### Clock distribution, run 1

Bar = 50 µm.
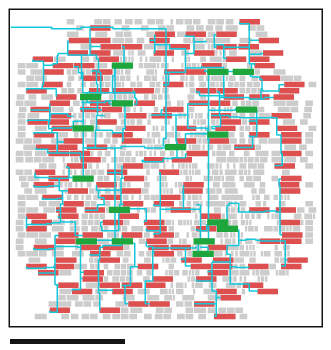
### Layout detail, run 1

Region (48, 21) to (88, 61) µm. Cells in gray, sequential cells in the stronger gray; small squares are vias.
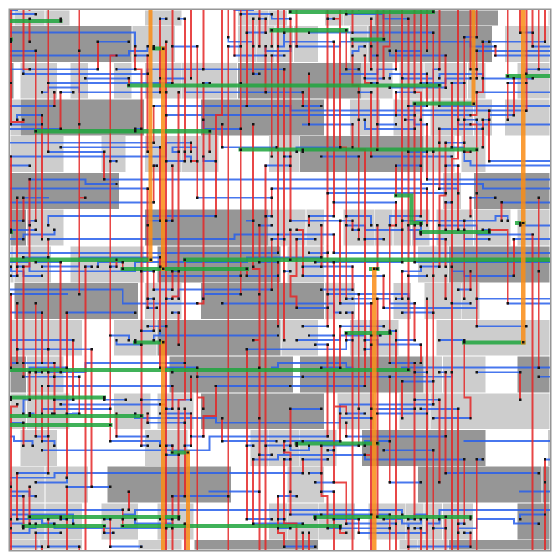
### Routed metal, one color a layer, run 1

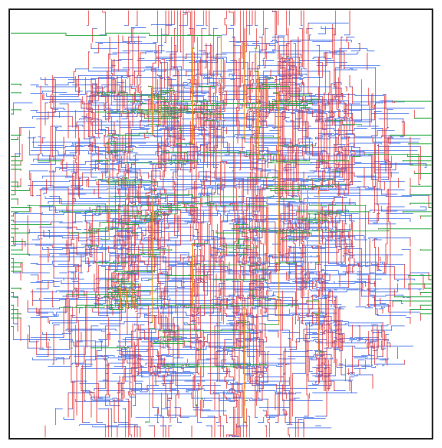
Design mon_tx_arbiter, sky130hd; sources not shown.
==> impl_metrics.json, run 1 <==
{
  "outcome": "finished clean",
  "wl_met3_mm": 1.886,
  "buffers": 210,
  "num-clock-buffers": 18,
  "dr.pass1.iters": 7,
  "cp_data_required_time_ps": 3870,
  "post-synth-top-area-fraction": 0.4825,
  "drc": 0,
  "most_common_cell": "dfrtp_1",
  "layout.nonclk_buf_frac": 0.1582,
  "num_vias": 7592,
  "comb_area_frac": 0.3691,
  "first_global_vias": 7428,
  "combPwrFrac": 0.068,
  "path_buffers": 1,
  "cts_root_buf": "clkbuf_16",
  "net-switching-power_mw": 0.9851,
  "synth_adder_area_share": 0.01617,
  "tapCellCount": 225,
  "ctsHtreeMaxLevel": 4,
  "fp-row-count": 48,
  "via_per_inst": 6.321,
  "antenna_left": 0,
  "worstSetupPathType": "reg -> reg",
  "powerDensity_nw_per_um2": 364.6,
  "cts.sinks": 181,
  "rsz0062_at_grt": "no",
  "n_antenna_cell": 0,
  "setup_viol": 0,
  "stdcell_area_um2": 11520,
  "drive_above_1_share": 0.1783,
  "post-route-util": 0.6756,
  "report.final.slew_viol_count": 0,
  "globalRouteOverflowTotal": 0,
  "flop_cell": "dfrtp_1",
  "timing.critical_path.from_type": "register",
  "crit_cells": 8,
  "mostFrequentLayoutCell": "dfrtp_1",
  "ys_chip_area_um2": 9283,
  "gp_congestion": 0.9224,
  "drt-met1-wl_mm": 10.94,
  "fp.dieW_um": 135,
  "grt_start_max_net_pins": 95,
  "arrival_ps": 3290,
  "area_delta_synth_final_pct": 24.14,
  "grt_pass1_wl_mm": 39.34,
  "cts_tree": "built",
  "ys_ff": 181,
  "maxSlewHeadroom": 0.5503,
  "largest_register_ffs": 120,
  "final_cell_mix": "dfrtp_1 (179), clkdlybuf4s50_1 (136), nand2_1 (103), mux2_4 (80), o22ai_1 (43)",
  "powerComb_mw": 0.284,
  "route.met2.wl_mm": 11.23,
  "setup_ws_ps": 586.0,
  "ios": 139,
  "inv_count": 21,
  "reg2reg_slack_ps": 590,
  "power-top-group": "sequential cells",
  "seqPwrFrac": 0.506,
  "seqCellArea_um2": 4532,
  "core-area_um2": 17060,
  "path_delay_family": "AND-OR/OR-AND gates",
  "ys_cells": 806,
  "use_met3": 0.05037,
  "nFillCells": 1276
}
Notes on 'Clock distribution' above:
- clock wires: cyan (length 2,120 µm)
- flip-flops: red (count 181)
- clock-net drivers: green (count 17)
- routed clock nets: 18
- flops lie: all over the die
Latency at later pin: 430 ps
power share of the clock group: 0.427
Power Clock: 1.79 mW

Notes on 'Layout detail' above:
- M1: blue
- M4: orange
- M2: red
- M3: green
- sequential cells in the window: 20
- most frequent: dfrtp_1 (20), nand2_1 (18), o211ai_1 (12)
- cells with their middle in the window: 99

Notes on 'Routed metal, one color a layer' above:
- M4: orange (wire length 688 µm)
- M2: red (wire length 11,200 µm)
- M3: green (wire length 1,890 µm)
- M1: blue (wire length 10,900 µm)
DRT Wirelength: 24.75 mm
Avg WL per Cell: 20.61 µm
GRT Util Overall: 0.2741

### Met3 routing, run 1

Bar = 50 µm.
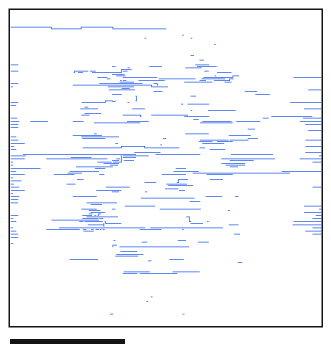

==> run 2: changes to the inputs <==
--- a/config.mk
+++ b/config.mk
@@ -6,11 +6,11 @@
 export NUM_CORES = 1
 export LEC_CHECK = 0
 export CAP_MARGIN = 20
-export CORE_AREA = 2 2 133 135
+export CORE_AREA = 2 2 141 143
 export DETAILED_ROUTE_END_ITERATION = 12
-export DIE_AREA = 0 0 135 137
+export DIE_AREA = 0 0 143 145
 export GPL_TIMING_DRIVEN = 0
-export PLACE_DENSITY = 0.78
+export PLACE_DENSITY = 0.73
 export SYNTH_ARGS = -nofsm -noshare
 export SYNTH_HDL_FRONTEND = slang
 export SYNTH_SLANG_ARGS = --single-unit
==> constraint.sdc (replaced) <==
create_clock -name mon_clk -period 2.5 [get_ports mon_clk]
set_clock_uncertainty 0.05 [all_clocks]
set_input_delay 0.5 -clock mon_clk [delete_from_list [all_inputs] [get_ports mon_clk]]
set_output_delay 0.5 -clock mon_clk [all_outputs]
set_load 0.01 [all_outputs]
### Met3 routing, run 2

Bar = 50 µm.
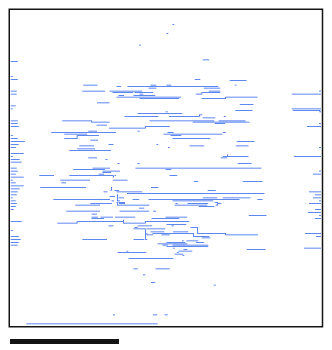
- nets with wire on the layer: 177
- main direction: horizontal
- longest straight run: 62.8 µm
- wire length on this layer: 1,800 µm
- share of all routed wire: 6.6%
DRT Wirelength: 27.07 mm
DR vias: 7,741
met3 usage: 0.05413

### Layout detail, run 2

Region (52, 24) to (92, 64) µm. Cells in gray, sequential cells in the stronger gray; small squares are vias.
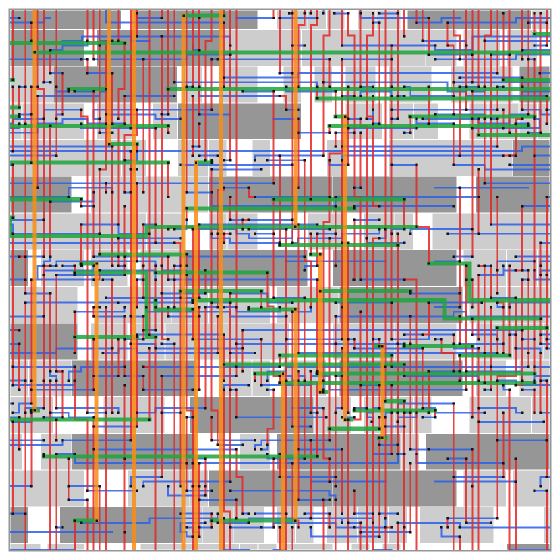
- M1: blue
- M3: green
- M2: red
- M4: orange
- most frequent: dfrtp_1 (23), nand2_1 (20), o22ai_1 (11)
- sequential cells in the window: 23
- cells with their middle in the window: 115

==> run 2 against run 1 <==
  * The flow now finishes with violations (setup timing)
  * Critical path depth is 2 higher
  * Flip-flop count stayed put
  * Total power is 48% higher
  * Clock power is 53% higher
  * Largest power group unchanged
  * Sequential power is 45% higher
  * Global-route usage is 1.4 points lower
  * Via count is 2.0% higher
  * Combinational power is 45% higher
  * First-iteration DRC count is 6.0% lower
==> impl_metrics.json, run 2 <==
{
  "seqPwrFrac": 0.494,
  "path_delay_family": "simple AND/OR/NAND/NOR gates",
  "area_delta_synth_final_pct": 36.96,
  "synthesis.nets": 946,
  "ir_drop_mv": 0.4602,
  "inv_count": 21,
  "via_per_inst": 6.134,
  "wl_met3_mm": 1.795,
  "powerComb_mw": 0.411,
  "ys_ff": 181,
  "timing.critical_path.from_type": "register",
  "powerDensity_nw_per_um2": 489.3,
  "arrival_ps": 2910,
  "setup_ws_ps": -150.0,
  "power-top-group": "sequential cells",
  "maxSlewHeadroom": 0.5194,
  "route.met2.wl_mm": 13.28,
  "drc": 0,
  "flop_cell": "dfrtp_1",
  "post-synth-top-area-fraction": 0.4825,
  "placed_cell_area_um2": 11020,
  "reg2reg_slack_ps": -150,
  "post-place-cells": 1209,
  "violations": "setup timing",
  "powerSeq_mw": 3.07,
  "cts.sinks": 181,
  "stdcell_area_um2": 12710,
  "antenna_left": 0,
  "seqCellArea_um2": 4532,
  "drt-met1-wl_mm": 11.23,
  "cts_root_buf": "clkbuf_16",
  "net-switching-power_mw": 1.412,
  "finalClockPeriodUsage": 1.060,
  "core-area_um2": 19210,
  "grt_start_max_net_pins": 97,
  "report.final.slew_viol_count": 0,
  "mostFrequentLayoutCell": "dfrtp_1",
  "cp_data_required_time_ps": 2760,
  "setup_viol": 120,
  "cts_tree": "built",
  "layout.nonclk_buf_frac": 0.1844,
  "nFillCells": 1416,
  "cts_hold_buf": 0,
  "dr.pass1.iters": 5,
  "num-clock-buffers": 21,
  "cpPeakStageDelay_ps": 390,
  "wire_per_inst_um": 21.45,
  "drive_above_1_share": 0.2979,
  "globalRouteOverflowTotal": 0,
  "comb_area_frac": 0.3789,
  "tapCellCount": 265,
  "crit_cells": 10,
  "p_clk_frac": 0.440,
  "track_usage": 0.2600,
  "insertion_delay_ps": 440,
  "largest_register_ffs": 120,
  "ys_chip_area_um2": 9283,
  "ios": 139,
  "clk_share": 0.04694,
  "power.total_mw": 6.220,
  "path_buffers": 3,
  "fp.dieW_um": 143,
  "n_antenna_cell": 0,
  "grt_pass1_wl_mm": 42.29,
  "rr_worst_depth": 10,
  "fp-row-count": 51,
  "buffers": 231,
  "fin_nets": 1124,
  "power.internal_mw": 4.808,
  "slowest_stage": "dfrtp_1",
  "gp_congestion": 0.8771,
  "die_h_um": 145,
  "yosys.area_share.aoi": 0.2015,
  "worstSetupPathType": "reg -> reg",
  "ys_sh_simple": 0.1003,
  "rsz0062_at_grt": "yes",
  "ys_cells": 806,
  "synth_adder_area_share": 0.01617,
  "ctsHtreeMaxLevel": 4,
  "flops": 181,
  "most_common_cell": "dfrtp_1",
  "synth_xor_xnor_area_share": 0.003774,
  "outcome": "finished with violations",
  "p_clk_mw": 2.74,
  "first_global_vias": 7874,
  "combPwrFrac": 0.066,
  "final_cell_mix": "dfrtp_1 (179), clkdlybuf4s50_1 (135), nand2_1 (99), mux2_4 (80), o22ai_1 (43)",
  "post-route-util": 0.6619
}
Power and IR drop assume default switching activity.
